**Run 1: metal 2**

Cells faint in the background.
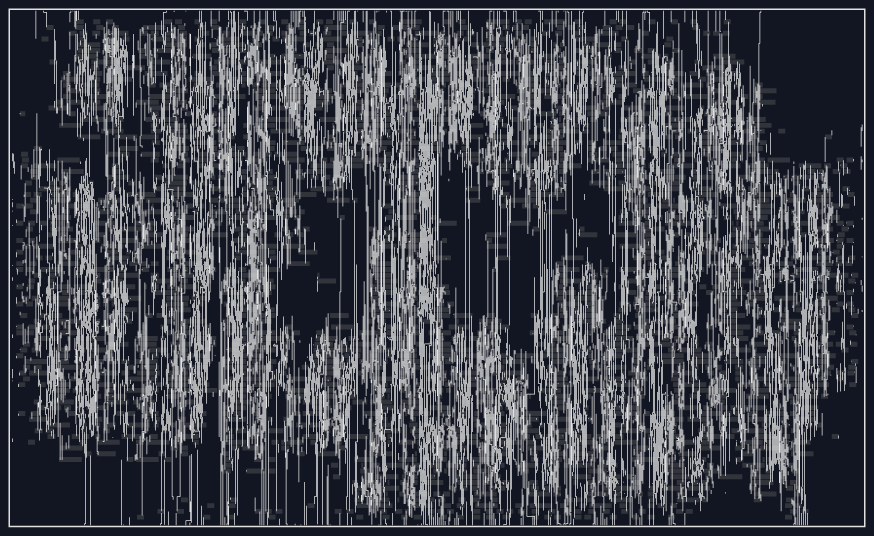
**Run 1: cell classes on the final placement**

Scale bar: 100 microns.
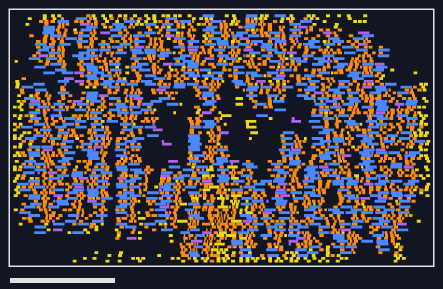
**Run 1: placed standard cells**

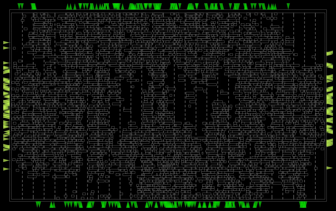
**Run 1: clock distribution**

Scale bar: 100 microns.
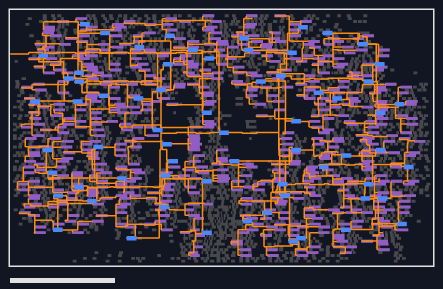
### src/rtl/inst_fetch_queue_pkg.sv
// Shared definitions for the fetch -> pre-decode instruction queue.
// Holds field widths, the packed entry layout with its bit offsets, and
// pack/unpack helpers so fetch and pre-decode agree on the entry format.
package inst_fetch_queue_pkg;

  localparam int INST_WIDTH      = 32;
  localparam int INST_ADDR_WIDTH = 32;
  localparam int BP_GHR_BITS     = 8;
  localparam int IF_BATCH_SIZE   = 2;
  localparam int FQ_DEPTH        = 8;

  localparam int FQ_ENTRY_W    = INST_WIDTH + 1 + INST_ADDR_WIDTH + BP_GHR_BITS;
  localparam int FQ_INST_LSB   = 0;
  localparam int FQ_TAKEN_BIT  = INST_WIDTH;
  localparam int FQ_TARGET_LSB = INST_WIDTH + 1;
  localparam int FQ_HIST_LSB   = FQ_TARGET_LSB + INST_ADDR_WIDTH;

  // Field order matches the offsets above: inst lives in the LSBs.
  typedef struct packed {
    logic [BP_GHR_BITS-1:0]     pred_hist;
    logic [INST_ADDR_WIDTH-1:0] pred_target;
    logic                       pred_taken;
    logic [INST_WIDTH-1:0]      inst;
  } fq_entry_t;

  typedef logic [FQ_ENTRY_W-1:0] fq_raw_t;

  function automatic fq_raw_t fq_pack(input logic [INST_WIDTH-1:0]      inst,
                                      input logic                       taken,
                                      input logic [INST_ADDR_WIDTH-1:0] target,
                                      input logic [BP_GHR_BITS-1:0]     hist);
    return {hist, target, taken, inst};
  endfunction

  function automatic logic [INST_WIDTH-1:0] fq_get_inst(input fq_raw_t e);
    return e[FQ_INST_LSB +: INST_WIDTH];
  endfunction

  function automatic logic fq_get_taken(input fq_raw_t e);
    return e[FQ_TAKEN_BIT];
  endfunction

  function automatic logic [INST_ADDR_WIDTH-1:0] fq_get_target(input fq_raw_t e);
    return e[FQ_TARGET_LSB +: INST_ADDR_WIDTH];
  endfunction

  function automatic logic [BP_GHR_BITS-1:0] fq_get_hist(input fq_raw_t e);
    return e[FQ_HIST_LSB +: BP_GHR_BITS];
  endfunction

endpackage

### src/rtl/inst_fetch_queue_ram.sv
// Entry storage for the instruction fetch queue: DEPTH x ENTRY_W registers.
// Ports: clk; two write ports (i_wrN_en/addr/dat); two async read ports
// (i_rdN_addr -> o_rdN_dat). Contents are not reset.
module inst_fetch_queue_ram #(
  parameter int DEPTH   = 8,
  parameter int PTR_W   = $clog2(DEPTH),
  parameter int ENTRY_W = 73
) (
  input  logic               clk,
  input  logic               i_wr0_en,
  input  logic [PTR_W-1:0]   i_wr0_addr,
  input  logic [ENTRY_W-1:0] i_wr0_dat,
  input  logic               i_wr1_en,
  input  logic [PTR_W-1:0]   i_wr1_addr,
  input  logic [ENTRY_W-1:0] i_wr1_dat,
  input  logic [PTR_W-1:0]   i_rd0_addr,
  output logic [ENTRY_W-1:0] o_rd0_dat,
  input  logic [PTR_W-1:0]   i_rd1_addr,
  output logic [ENTRY_W-1:0] o_rd1_dat
);

  logic [ENTRY_W-1:0] r_mem [DEPTH];

  // The two write addresses are always consecutive slots, so they never collide.
  always_ff @(posedge clk) begin
    if (i_wr0_en) r_mem[i_wr0_addr] <= i_wr0_dat;
    if (i_wr1_en) r_mem[i_wr1_addr] <= i_wr1_dat;
  end

  assign o_rd0_dat = r_mem[i_rd0_addr];
  assign o_rd1_dat = r_mem[i_rd1_addr];

endmodule

### src/rtl/inst_fetch_queue.sv
// 2-wide in / 2-wide out circular instruction queue between fetch and pre-decode.
// Ports: clk, rst_n, flush; in_entry_0/1 + in_inst_valid -> in_ready (whole batch or none);
// out_entry_0/1 + out_inst_valid <- out_ready; count = occupancy.
// Optional macro FETCH_QUEUE_PERF_EN adds perf_stall_cycles and perf_flush_count outputs.
module inst_fetch_queue
  import inst_fetch_queue_pkg::*;
#(
  parameter int DEPTH   = FQ_DEPTH,
  parameter int PTR_W   = $clog2(DEPTH),
  parameter int ENTRY_W = FQ_ENTRY_W
) (
  input  logic                     clk,
  input  logic                     rst_n,
  input  logic                     flush,
  input  logic [ENTRY_W-1:0]       in_entry_0,
  input  logic [ENTRY_W-1:0]       in_entry_1,
  input  logic [IF_BATCH_SIZE-1:0] in_inst_valid,
  output logic                     in_ready,
  output logic [ENTRY_W-1:0]       out_entry_0,
  output logic [ENTRY_W-1:0]       out_entry_1,
  output logic [IF_BATCH_SIZE-1:0] out_inst_valid,
  input  logic                     out_ready,
  output logic [PTR_W:0]           count
`ifdef FETCH_QUEUE_PERF_EN
  ,
  output logic [31:0]              perf_stall_cycles,
  output logic [31:0]              perf_flush_count
`endif
);

  localparam int CNT_W = PTR_W + 1;

  logic [PTR_W-1:0]   r_head;
  logic [PTR_W-1:0]   r_tail;
  logic [CNT_W-1:0]   r_count;

  logic               w_enq;
  logic [CNT_W-1:0]   w_enq_n;
  logic [CNT_W-1:0]   w_deq_n;
  logic               w_both;
  logic [ENTRY_W-1:0] w_wr0_dat;
  logic [ENTRY_W-1:0] w_rd0_dat;
  logic [ENTRY_W-1:0] w_rd1_dat;

  // Room for a full 2-wide batch, judged on registered occupancy only; a
  // same-cycle dequeue is deliberately not credited.
  assign in_ready = (r_count <= CNT_W'(DEPTH - 2));

  always_comb begin
    out_inst_valid = 2'b00;
    if (r_count == CNT_W'(1))      out_inst_valid = 2'b01;
    else if (r_count >= CNT_W'(2)) out_inst_valid = 2'b11;
  end

  assign w_both  = &in_inst_valid;
  assign w_enq   = in_ready & (|in_inst_valid) & ~flush;
  assign w_enq_n = !w_enq ? '0 : (w_both ? CNT_W'(2) : CNT_W'(1));
  assign w_deq_n = (out_ready & ~flush)
                 ? CNT_W'(out_inst_valid[0]) + CNT_W'(out_inst_valid[1]) : '0;

  // Compaction: a lone slot-1 instruction still lands at the tail.
  assign w_wr0_dat = in_inst_valid[0] ? in_entry_0 : in_entry_1;

  inst_fetch_queue_ram #(
    .DEPTH   (DEPTH),
    .PTR_W   (PTR_W),
    .ENTRY_W (ENTRY_W)
  ) u_ram (
    .clk        (clk),
    .i_wr0_en   (w_enq),
    .i_wr0_addr (r_tail),
    .i_wr0_dat  (w_wr0_dat),
    .i_wr1_en   (w_enq & w_both),
    .i_wr1_addr (r_tail + PTR_W'(1)),
    .i_wr1_dat  (in_entry_1),
    .i_rd0_addr (r_head),
    .o_rd0_dat  (w_rd0_dat),
    .i_rd1_addr (r_head + PTR_W'(1)),
    .o_rd1_dat  (w_rd1_dat)
  );

  assign out_entry_0 = out_inst_valid[0] ? w_rd0_dat : '0;
  assign out_entry_1 = out_inst_valid[1] ? w_rd1_dat : '0;
  assign count       = r_count;

  // Pointers wrap naturally at PTR_W bits; full vs empty comes from r_count.
  always_ff @(posedge clk or negedge rst_n) begin
    if (!rst_n) begin
      r_head  <= '0;
      r_tail  <= '0;
      r_count <= '0;
    end else if (flush) begin
      r_head  <= '0;
      r_tail  <= '0;
      r_count <= '0;
    end else begin
      r_head  <= r_head + PTR_W'(w_deq_n);
      r_tail  <= r_tail + PTR_W'(w_enq_n);
      r_count <= r_count + w_enq_n - w_deq_n;
    end
  end

`ifdef FETCH_QUEUE_PERF_EN
  logic [31:0] r_stall_cycles;
  logic [31:0] r_flush_count;

  // Saturating counters; only rst_n clears them, flush does not.
  always_ff @(posedge clk or negedge rst_n) begin
    if (!rst_n) begin
      r_stall_cycles <= '0;
      r_flush_count  <= '0;
    end else begin
      if ((|in_inst_valid) && !in_ready && !(&r_stall_cycles))
        r_stall_cycles <= r_stall_cycles + 32'd1;
      if (flush && !(&r_flush_count))
        r_flush_count <= r_flush_count + 32'd1;
    end
  end

  assign perf_stall_cycles = r_stall_cycles;
  assign perf_flush_count  = r_flush_count;
`endif

  a_count_max: assert property (@(posedge clk) disable iff (!rst_n)
                                r_count <= CNT_W'(DEPTH));
  a_no_underflow: assert property (@(posedge clk) disable iff (!rst_n)
                                   w_deq_n <= r_count);
  a_valid_shape: assert property (@(posedge clk) disable iff (!rst_n)
                                  out_inst_valid != 2'b10);
  a_enq_ready: assert property (@(posedge clk) disable iff (!rst_n)
                                w_enq |-> in_ready);

endmodule
### config.mk
export PLATFORM = sky130hd
export DESIGN_NAME = inst_fetch_queue
export DESIGN_NICKNAME = d
export VERILOG_FILES = /design/src/rtl/inst_fetch_queue_pkg.sv /design/src/rtl/inst_fetch_queue_ram.sv /design/src/rtl/inst_fetch_queue.sv
export SDC_FILE = /design/constraint.sdc
export NUM_CORES = 1
export LEC_CHECK = 0
export ABC_CLOCK_PERIOD_IN_PS = 7300
export CAP_MARGIN = 40
export CELL_PAD_IN_SITES_DETAIL_PLACEMENT = 1
export CELL_PAD_IN_SITES_GLOBAL_PLACEMENT = 2
export CORE_ASPECT_RATIO = 0.6
export CORE_MARGIN = 2
export CORE_UTILIZATION = 38
export DETAILED_ROUTE_END_ITERATION = 10
export PLACE_DENSITY = 0.8
export REMOVE_ABC_BUFFERS = 1
export SYNTH_ARGS = -nofsm -noshare
export SYNTH_HDL_FRONTEND = slang
export SYNTH_SLANG_ARGS = --single-unit
### constraint.sdc
create_clock -name clk -period 7.3 [get_ports clk]
set_input_delay 1.46 -clock clk [delete_from_list [all_inputs] [get_ports clk]]
set_output_delay 1.46 -clock clk [all_outputs]
set_load 0.02 [all_outputs]
==> out/results.tsv, run 1 <==
metric	value	unit
status	finished, final reports clean	
ys_area	36300	sq um
num-nonclk-inverters	15	
seqPwrFrac	31.0	%
clock_path_buffers	3	
whs_endpoint	r_head[2]$_DFF_PN0_	
async_reset_ff_share	1.68	%
critPathArrivalTime	4560	ps
dpl.hpwl	73.3	mm
initCoreUtil	38.5	%
place.gp.congestion	0.796	
ys_ff	594	
seq_power	0.00411	W
logic_area	17600	sq um
worst-setup-path-type	reg2out	
warnings	31	
max_freq	166	MHz
synth_adder_area_share	0.599	%
cts_buffers	66	
postRouteAntennaNets	0	
antennaDiodeCount	2	
grtUsageTotal	25.6	%
path_clk_slew	60	ps
ir_worst_vdd	348	uV
hp-start	r_head[2]$_DFF_PN0_	
gr-total-overflow	0	
synth_area_per_cell	13.9	sq um
-- 'metal 2' (at the start) --
2797 nets have wire on it. The wires run mostly vertical. The longest straight run is 122 microns. The layer holds 49% of the routed length. The layer carries 62.8 mm of wire.
global routing met2 resource utilization: 43.3%
DR vias: 25500

-- 'cell classes on the final placement' (at the start) --
Yellow is remaining buffers and delay cells, cells 400. Orange is remaining logic cells, cells 1796. Blue is registers, cells 594. Purple is clock drivers and dummy loads, cells 110.
Seq/total area: 41.3%
floorplan core area: 94400 sq um

-- 'placed standard cells' (at the start) --
fin util: 45.6%
tap cell count: 1246
flop count: 594
# rows: 87
Final Non-Filler Cells: 4148

-- 'clock distribution' (at the start) --
Blue is clock-net drivers, count 66. Purple is flip-flops, count 594. Orange is clock wires, length 9200 microns.
Position of the flops: all over the die.
Clock Power Share: 24.4%
Clock Latency Late Sink: 640 ps
clock group power: 0.00324 W
Setup Skew: 22.2 ps

==> run 2, diff against run 1 <==
--- a/config.mk
+++ b/config.mk
@@ -5,7 +5,7 @@
 export SDC_FILE = /design/constraint.sdc
 export NUM_CORES = 1
 export LEC_CHECK = 0
-export ABC_CLOCK_PERIOD_IN_PS = 7300
+export ABC_CLOCK_PERIOD_IN_PS = 5100
 export CAP_MARGIN = 40
 export CELL_PAD_IN_SITES_DETAIL_PLACEMENT = 1
 export CELL_PAD_IN_SITES_GLOBAL_PLACEMENT = 2
==> constraint.sdc (replaced) <==
create_clock -name clk -period 5.1 [get_ports clk]
set_input_delay 1.02 -clock clk [delete_from_list [all_inputs] [get_ports clk]]
set_output_delay 1.02 -clock clk [all_outputs]
set_load 0.02 [all_outputs]
**Run 2: metal 2**

Cells faint in the background.
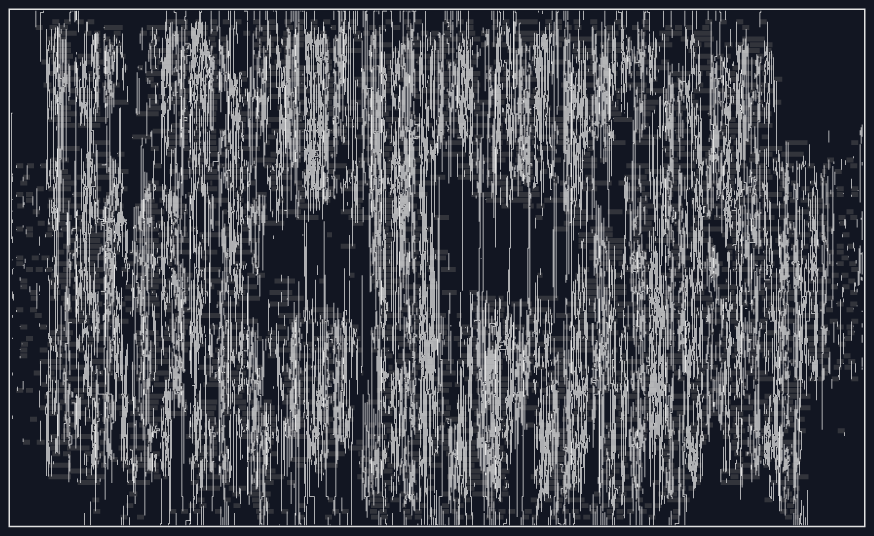
The layer holds 49% of the routed length. The wires run mostly vertical. 2816 nets have wire on it. The layer carries 64.2 mm of wire.

==> run 2 against run 1 <==
  * Setup slack got worse by 1200 ps
  * Sequential cell count stayed put
  * Worst hold slack got worse by 42 ps
  * Critical path type unchanged
==> out/results.tsv, run 2 <==
metric	value	unit	change
flops	594		unchanged
ys_ff	594		unchanged
clock_path_buffers	3		unchanged
period_minus_slack	5010	ps	
grt_pass1_wl	190	mm	was 187 mm
postRouteAntennaNets	0		unchanged
async_reset_ff_share	1.68	%	unchanged
rows	87		unchanged
coreArea	94400	sq um	unchanged
dpl.hpwl	75.4	mm	was 73.3 mm
die_w	403	microns	unchanged
clock_latency	630	ps	was 640 ps
ir_worst_vdd	415	uV	was 348 uV
largest_register	u_ram.r_mem		unchanged
place.gp.congestion	0.805		was 0.796
place_ws	342	ps	was 1950 ps
grt_use_met2	44.7	%	was 43.3%
synth_adder_area_share	0.599	%	unchanged
syn_inst	2614		unchanged
critPathArrivalTime	3990	ps	was 4560 ps
initCoreUtil	38.5	%	unchanged
buf_share	10.3	%	was 9.58%
critPathTopFamily	buffers and inverters		unchanged
num_tap_cells	1246		unchanged
cts_buffers	67		was 66
seq_power	0.00589	W	was 0.00411 W
via_count	25600		was 25500
status	finished, final reports clean		unchanged
num-nonclk-inverters	15		unchanged
p_clk	0.00493	W	was 0.00324 W
antennaDiodeCount	6		was 2
warnings	28		was 31
synth_area_per_cell	13.9	sq um	unchanged
power_frac_clock	25.3	%	was 24.4%
cellLeakagePower	14.6	nW	was 14.3 nW
logic_area	17600	sq um	about the same
worst-setup-path-type	reg2out		unchanged
seqPwrFrac	30.3	%	was 31.0%
final_cells	4192		was 4148
max_freq	199	MHz	
fin_skew	12.3	ps	was 22.2 ps
grtUsageTotal	26.2	%	was 25.6%
setup_tns	0	ps	unchanged
**Run 2: cell classes on the final placement**

Scale bar: 100 microns.
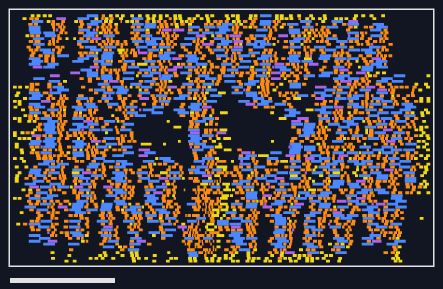
Yellow is remaining buffers and delay cells, cells 436. Blue is registers, cells 594. Purple is clock drivers and dummy loads, cells 114. Orange is remaining logic cells, cells 1796.
fin util: 46.2%
Final Cell Area: 43600 sq um
Seq/total area: 40.8%

Power is estimated from default activity; no workload was simulated.
